**M1 wires**

Scale bar: 50 µm. Supply wires on this layer in gray.
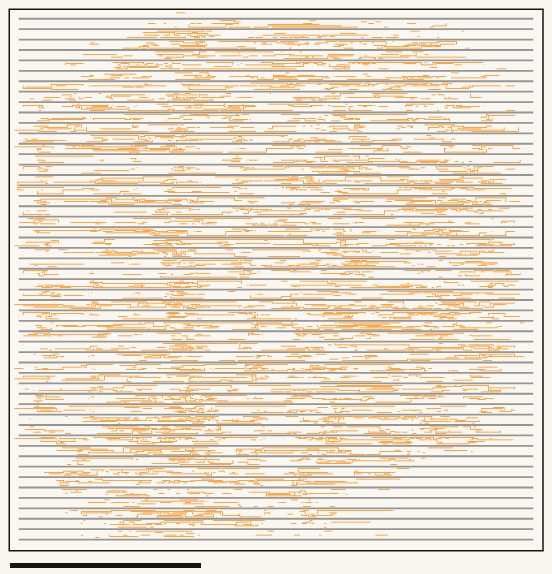
**M2 wires**

Scale bar: 50 µm.
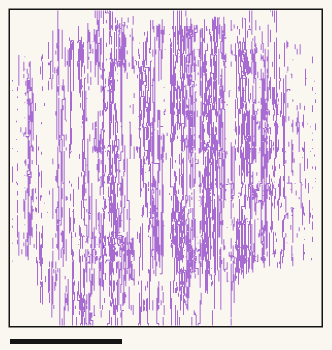
Design alu_issue_ctrl, sky130hd; sources not shown.
==> flow_summary.toml <==
# synthesis and place-and-route metrics
[status]
status = "completed"

[power_and_ir_drop]
internal_power_mw = 3.34
sw_frac_of_total_pct = 33.3
vdd_ir_drop_max_mv = 0.244

[synth]
area_leaders = "edfxtp_1, mux4_2, dfxtp_1"
netlist.area_leader.share_pct = 37.3
yosysWarnings = 0
synth-seq-area-share_pct = 50.2
synthCells = 793
synth-compound-area-share_pct = 10.4
adder_share_pct = 0.607
postSynth.asyncResetShare_pct = 0
most_used_flip_flop_cell_after_synthesis = "edfxtp_1"

[final_timing]
fin_crit_sh_pct = 75.8
setup_repair_after_global_routing_missed_its_margin = "false"
finalSetupViolCount = 0
pins_over_their_slew_limit = 0
max-slew-margin-rel_pct = 31.2
timing_hold_violations_final = 0
max_clock_freq_mhz = 287

[floorplan]
chip_area_mm2 = 0.0196
ios = 126
fp_util_pct = 56.4

[clock_tree]
postCtsSetupRepairBufs = 0
cts_repair_resize_count = 0
path_clk_slew_ns = 0.10

[global_routing]
grt.busiest_layer = "met2"
groute.usage.overall_pct = 27.5
grt_util_met3_pct = 7.57

[cells_and_area]
post-route-cell-area_mm2 = 0.0121
insertedDiodeCount = 0
syn2layout_area_growth_pct = 17.4
final_layout_top_logic_cell = "edfxtp_1"

[detailed_routing]
highest_signal_layer_in_the_routed_design = "met4"
detail_route.iter0.violations = 1036
drt_pass1_iterations = 7
route.antenna.remaining_nets = 0
post_route_m1_wl_mm = 10.1

[critical_path]
cells_on_worst_reg2reg_path = 6
endpoint_kind = "output pin"
cp.required_ns = 3.86
r2r_slack_ns = 1.91
worst_setup_path_start_kind = "input pin"
worst-endpoint-arrival_ns = 2.75

[placed_design]
buffer_ports.inserted = 125
place.detailed.instances = 1104
gp_congestion = 0.897

[run]
cap_viol_max_count = 0
Back to the opening pictures, 'M1 wires':
nets with wire on the layer	855
main direction	horizontal
longest straight run	35.9 µm
share of all routed wire	38%
vias after detailed routing: 7,577
overall routed net length: 26.5 mm
Global Route met1 Usage: 38.7%

Back to the opening pictures, 'M2 wires':
wire length on this layer	12,200 µm
share of all routed wire	46%
nets with wire on the layer	789
GR Util met2: 42.3%

[critical path: stages]
cell             delay, ns
clkdlybuf4s50_1       0.45
buf_4                 0.39
mux4_2                0.38
mux2_2                0.30
clkdlybuf4s50_1       0.49
[area by class of cell]
cell class,instances,area (µm²)
flip-flops and latches,194,5170
well taps,234,293
repair buffers,150,1440
clock buffers,17,234
inverters,5,18.8
clock inverters,15,165
multi-input cells,522,4770
fillers,1325,6180
[power groups by stage]
stage	combinational (mW)	sequential [mW]	clock [mW]
after floorplan	0.990	2.30	0
after global placement	1.51	2.35	0
after detailed placement	1.54	2.36	0
after CTS	1.55	2.33	1.13
after global routing	1.67	2.36	1.20
final	1.55	2.33	1.13
